Fig. 1: run 1, floorplan with the power grid
Drawn at 6 px/um. Pins as bars on the die edge. Tap cells in grey.
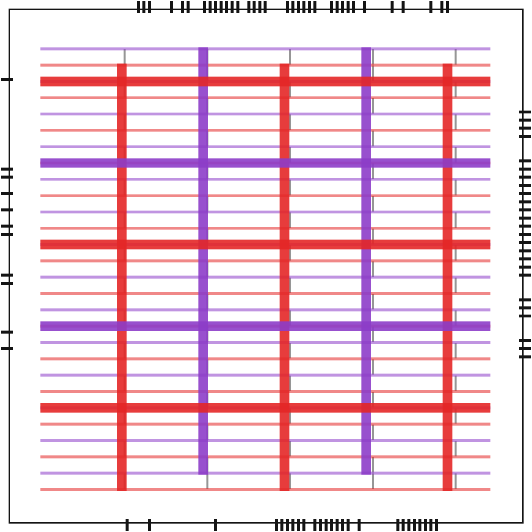
Fig. 2: run 1, placement by cell class
Drawn at 6 px/um. Fill, decap, tap and diode cells in grey.
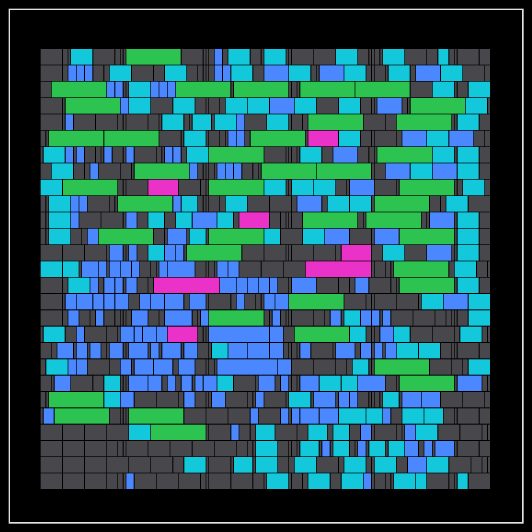
Fig. 3: run 1, clock distribution
Drawn at 4 px/um.
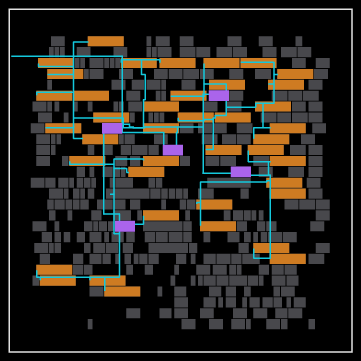
File: src/rtl/stack_ctrl.sv
// stack_ctrl: sequences SP strobes and scratch-RAM access for PUSH/POP/LDSP.
// Optional STACK_GUARD_EN adds a FAULT state for overflow/underflow.
module stack_ctrl #(
  parameter int DW = 10,
  parameter int STACK_SIZE = 256
) (
  input  logic          CLK,
  input  logic          RST,
  input  logic          PUSH_REQ,
  input  logic          POP_REQ,
  input  logic          LDSP_REQ,
  input  logic [7:0]    LDSP_VAL,
  input  logic [DW-1:0] PUSH_DATA,
  output logic [DW-1:0] POP_DATA,
  output logic          BUSY,
  output logic          DONE,
  input  logic [7:0]    SP_VAL,
  output logic          SP_LD,
  output logic          SP_INCR,
  output logic          SP_DECR,
  output logic [7:0]    SP_DATA,
  output logic [7:0]    SCR_ADDR,
  output logic          SCR_WE,
  output logic [DW-1:0] SCR_DIN,
  input  logic [DW-1:0] SCR_DOUT,
  output logic [8:0]    DEPTH,
  output logic          FULL,
  output logic          EMPTY,
  output logic          ERR
);

  localparam logic [8:0] SMAX = 9'(STACK_SIZE);

`ifdef STACK_GUARD_EN
  typedef enum logic [2:0] {
    IDLE, PUSH, POP_RD, POP_WB, LDSP, FAULT
  } state_t;
`else
  typedef enum logic [2:0] {
    IDLE, PUSH, POP_RD, POP_WB, LDSP
  } state_t;
`endif

  state_t        state;
  state_t        nstate;
  logic [DW-1:0] data_q;
  logic [7:0]    val_q;
  logic [DW-1:0] pop_q;
  logic [8:0]    depth_q;
  logic          any_req;

  assign any_req = PUSH_REQ | POP_REQ | LDSP_REQ;

  // state register
  always_ff @(posedge CLK or negedge RST) begin
    if (!RST) state <= IDLE;
    else      state <= nstate;
  end

  // next state: IDLE picks one request, LDSP > POP > PUSH
  always_comb begin
    nstate = state;
    case (state)
      IDLE: begin
        priority case (1'b1)
          LDSP_REQ: nstate = LDSP;
`ifdef STACK_GUARD_EN
          POP_REQ:  nstate = EMPTY ? FAULT : POP_RD;
          PUSH_REQ: nstate = FULL ? FAULT : PUSH;
`else
          POP_REQ:  nstate = POP_RD;
          PUSH_REQ: nstate = PUSH;
`endif
          default:  nstate = IDLE;
        endcase
      end
      POP_RD:  nstate = POP_WB;
      default: nstate = IDLE;
    endcase
  end

  // strobes decode straight from state so reset kills them at once
  always_comb begin
    BUSY     = (state != IDLE);
    DONE     = 1'b0;
    SP_LD    = 1'b0;
    SP_INCR  = 1'b0;
    SP_DECR  = 1'b0;
    SP_DATA  = val_q;
    SCR_ADDR = SP_VAL;
    SCR_WE   = 1'b0;
    SCR_DIN  = data_q;
    case (state)
      PUSH: begin
        SCR_ADDR = SP_VAL - 8'd1;
        SCR_WE   = 1'b1;
        SP_DECR  = 1'b1;
        DONE     = 1'b1;
      end
      POP_WB: begin
        SP_INCR = 1'b1;
        DONE    = 1'b1;
      end
      LDSP: begin
        SP_LD = 1'b1;
        DONE  = 1'b1;
      end
`ifdef STACK_GUARD_EN
      FAULT: DONE = 1'b1;
`endif
      default: ;
    endcase
  end

  // capture operands for whichever request IDLE accepts
  always_ff @(posedge CLK or negedge RST) begin
    if (!RST) begin
      data_q <= '0;
      val_q  <= '0;
    end else if (state == IDLE && any_req) begin
      data_q <= PUSH_DATA;
      val_q  <= LDSP_VAL;
    end
  end

  // popped word lands one cycle after the read address
  always_ff @(posedge CLK or negedge RST) begin
    if (!RST)                 pop_q <= '0;
    else if (state == POP_WB) pop_q <= SCR_DOUT;
  end

  // occupancy, saturating at both ends
  always_ff @(posedge CLK or negedge RST) begin
    if (!RST) begin
      depth_q <= '0;
    end else begin
      case (state)
        PUSH:
          if (depth_q != SMAX)
            depth_q <= depth_q + 9'd1;
        POP_WB:
          if (depth_q != 9'd0)
            depth_q <= depth_q - 9'd1;
        LDSP:
          depth_q <= '0;
        default: ;
      endcase
    end
  end

`ifdef STACK_GUARD_EN
  logic err_q;

  // sticky fault flag; only LDSP or reset clears it
  always_ff @(posedge CLK or negedge RST) begin
    if (!RST)                err_q <= 1'b0;
    else if (state == FAULT) err_q <= 1'b1;
    else if (state == LDSP)  err_q <= 1'b0;
  end

  assign ERR = err_q;
`else
  assign ERR = 1'b0;
`endif

  assign POP_DATA = pop_q;
  assign DEPTH    = depth_q;
  assign FULL     = (depth_q == SMAX);
  assign EMPTY    = (depth_q == 9'd0);

endmodule
File: config.mk
export PLATFORM = sky130hd
export DESIGN_NAME = stack_ctrl
export DESIGN_NICKNAME = d
export VERILOG_FILES = /design/src/rtl/stack_ctrl.sv
export SDC_FILE = /design/constraint.sdc
export NUM_CORES = 1
export LEC_CHECK = 0
export CORE_MARGIN = 5
export CORE_UTILIZATION = 38
export DETAILED_ROUTE_END_ITERATION = 10
export PLACE_DENSITY_LB_ADDON = 0.15
export SYNTH_ARGS = -nofsm -noshare
export SYNTH_HDL_FRONTEND = slang
export SYNTH_SLANG_ARGS = --single-unit
File: constraint.sdc
create_clock -name CLK -period 2.7 [get_ports CLK]
set_input_delay 0.54 -clock CLK [delete_from_list [all_inputs] [get_ports CLK]]
set_output_delay 0.54 -clock CLK [all_outputs]
set_load 0.02 [all_outputs]
==> flow_summary.toml, run 1 <==
# yosys + openroad results
[setup_path]
cp-end-kind = "output pin"
crit_family = "simple AND/OR/NAND/NOR gates"

[synthesis]
synth_area_per_cell_um2 = 9.673
yosysChipArea_um2 = 2157
topCellsByArea = "dfrtp_1 (46%), mux2_2 (8.9%), nand2_1 (7.3%)"

[final_timing]
final.setup.tns_ns = 0
slew_headroom_pct = 41.17
worst_slew_pin_slew_ns = 0.8824

[run_status]
status = "complete, no violations"

[pwr]
power.density_nw_per_um2 = 1230
switching_power_mw = 1.677
p_comb_share_pct = 60.9
seq-power_mw = 1.05

[clock_tree]
cts_buffers = 5

[hold_path]
hp-class = "input pin to async pin"

[routing]
met3WireLength_um = 333
wl_um = 5664

[run]
tool_warnings = 26

[grt]
grt_use_total_pct = 15.72

[layout]
clock_area_share_pct = 3.818
Notes on Fig. 1 above:
legend:
  red:
    net: VSS
  purple:
    net: VDD
met4 straps: 5
met5 straps: 5

Notes on Fig. 2 above:
legend:
  cyan:
    class: remaining buffers and delay cells
    cells: 116
    share_of_their_area: 33%
  green:
    class: sequential cells
    cells: 40
    share_of_their_area: 30%
  magenta:
    class: clock drivers and dummy loads
    cells: 7
    share_of_their_area: 3.9%
  blue:
    class: combinational and other logic
    cells: 169
    share_of_their_area: 33%

Notes on Fig. 3 above:
legend:
  cyan:
    item: clock wires
    length: 536 um
  purple:
    item: clock drivers
    count: 5
  orange:
    item: flip-flops
    count: 40
routed clock nets: 6
Setup Skew: 0.009047 ns
Clk pwr share: 13.8%
Clock net power: 0.573 mW
Latency at later pin: 0.29 ns

--- run 2 (diff from run 1) ---
--- a/config.mk
+++ b/config.mk
@@ -5,6 +5,7 @@
 export SDC_FILE = /design/constraint.sdc
 export NUM_CORES = 1
 export LEC_CHECK = 0
+export ABC_AREA = 1
 export CORE_MARGIN = 5
 export CORE_UTILIZATION = 38
 export DETAILED_ROUTE_END_ITERATION = 10
Fig. 4: run 2, signal wires by layer
Drawn at 6 px/um.
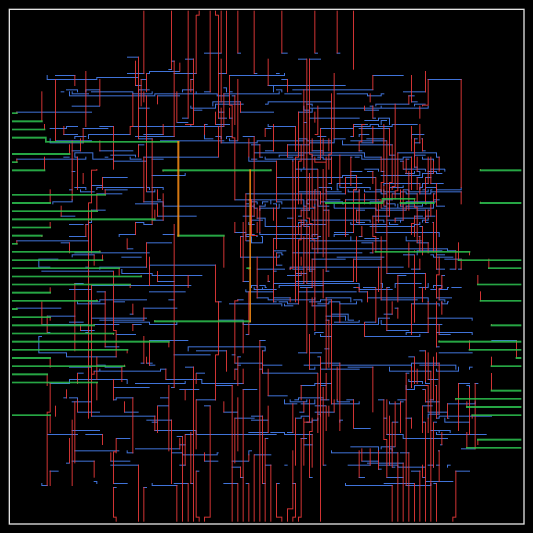
legend:
  orange:
    layer: metal 4
    wire_length: 40.8 um
  red:
    layer: metal 2
    wire_length: 2490 um
  blue:
    layer: metal 1
    wire_length: 2270 um
  green:
    layer: metal 3
    wire_length: 569 um
Wirelength per Cell: 12.37 um
Total GRT Usage: 15.51%
routed via count: 1992
drt total wl: 5370 um

Fig. 5: run 2, placement by cell class
Drawn at 6 px/um. Fill, decap, tap and diode cells in grey.
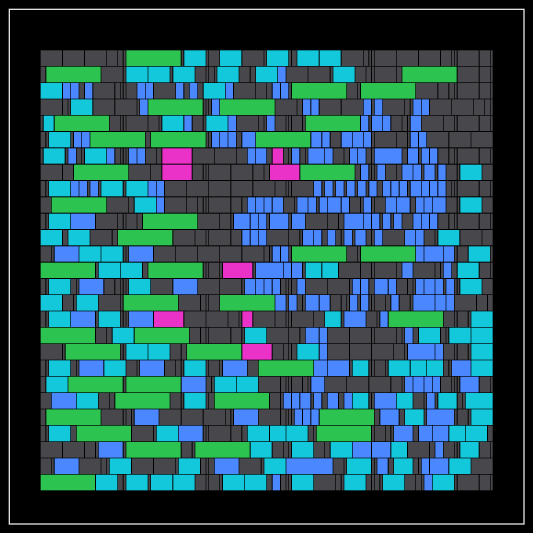
legend:
  blue:
    class: combinational and other logic
    cells: 211
    share_of_their_area: 35%
  magenta:
    class: clock drivers and dummy loads
    cells: 8
    share_of_their_area: 2.9%
  green:
    class: sequential cells
    cells: 40
    share_of_their_area: 31%
  cyan:
    class: remaining buffers and delay cells
    cells: 103
    share_of_their_area: 31%

==> run 2 against run 1 <==
Setup slack got worse by 0.052 ns. Total power down 11%. First-iteration DRC count up 120%. Critical endpoint is now SCR_ADDR[7].
==> flow_summary.toml, run 2 <==
# yosys + openroad results
[run_status]
status = "complete, no violations"

[final_timing]
slew_headroom_pct = 39.86
worst_slew_pin_slew_ns = 0.9021
whs_ns = 0.3795
finClkSkew_ns = 0.006995
final.setup.tns_ns = 0

[pwr]
power_clock_mw = 0.414
switching_power_mw = 1.562
p_comb_share_pct = 60.4
leakagePower_nw = 1.599
seq-power_mw = 1.06

[layout]
inv_count = 28
clock_area_share_pct = 2.798
final_layout_size_suffix_gt1_share_pct = 12.98

[setup_path]
crit_family = "buffers and inverters"
r2r_cells = 11
cp-end-kind = "output pin"
start_kind = "input pin"

[run]
tool_warnings = 27

[clock_tree]
clockBufferDepth = 2
clk_latency_ns = 0.29
cts_buffers = 5

[synthesis]
synth_area_per_cell_um2 = 8.404
edf_count = 0
synth_nets = 302

[routing]
firstDrtPassIters = 4
met3WireLength_um = 569

[floorplanning]
die_y_um = 85.54
Power figures rest on the tool's default switching activity, not on a simulated workload.
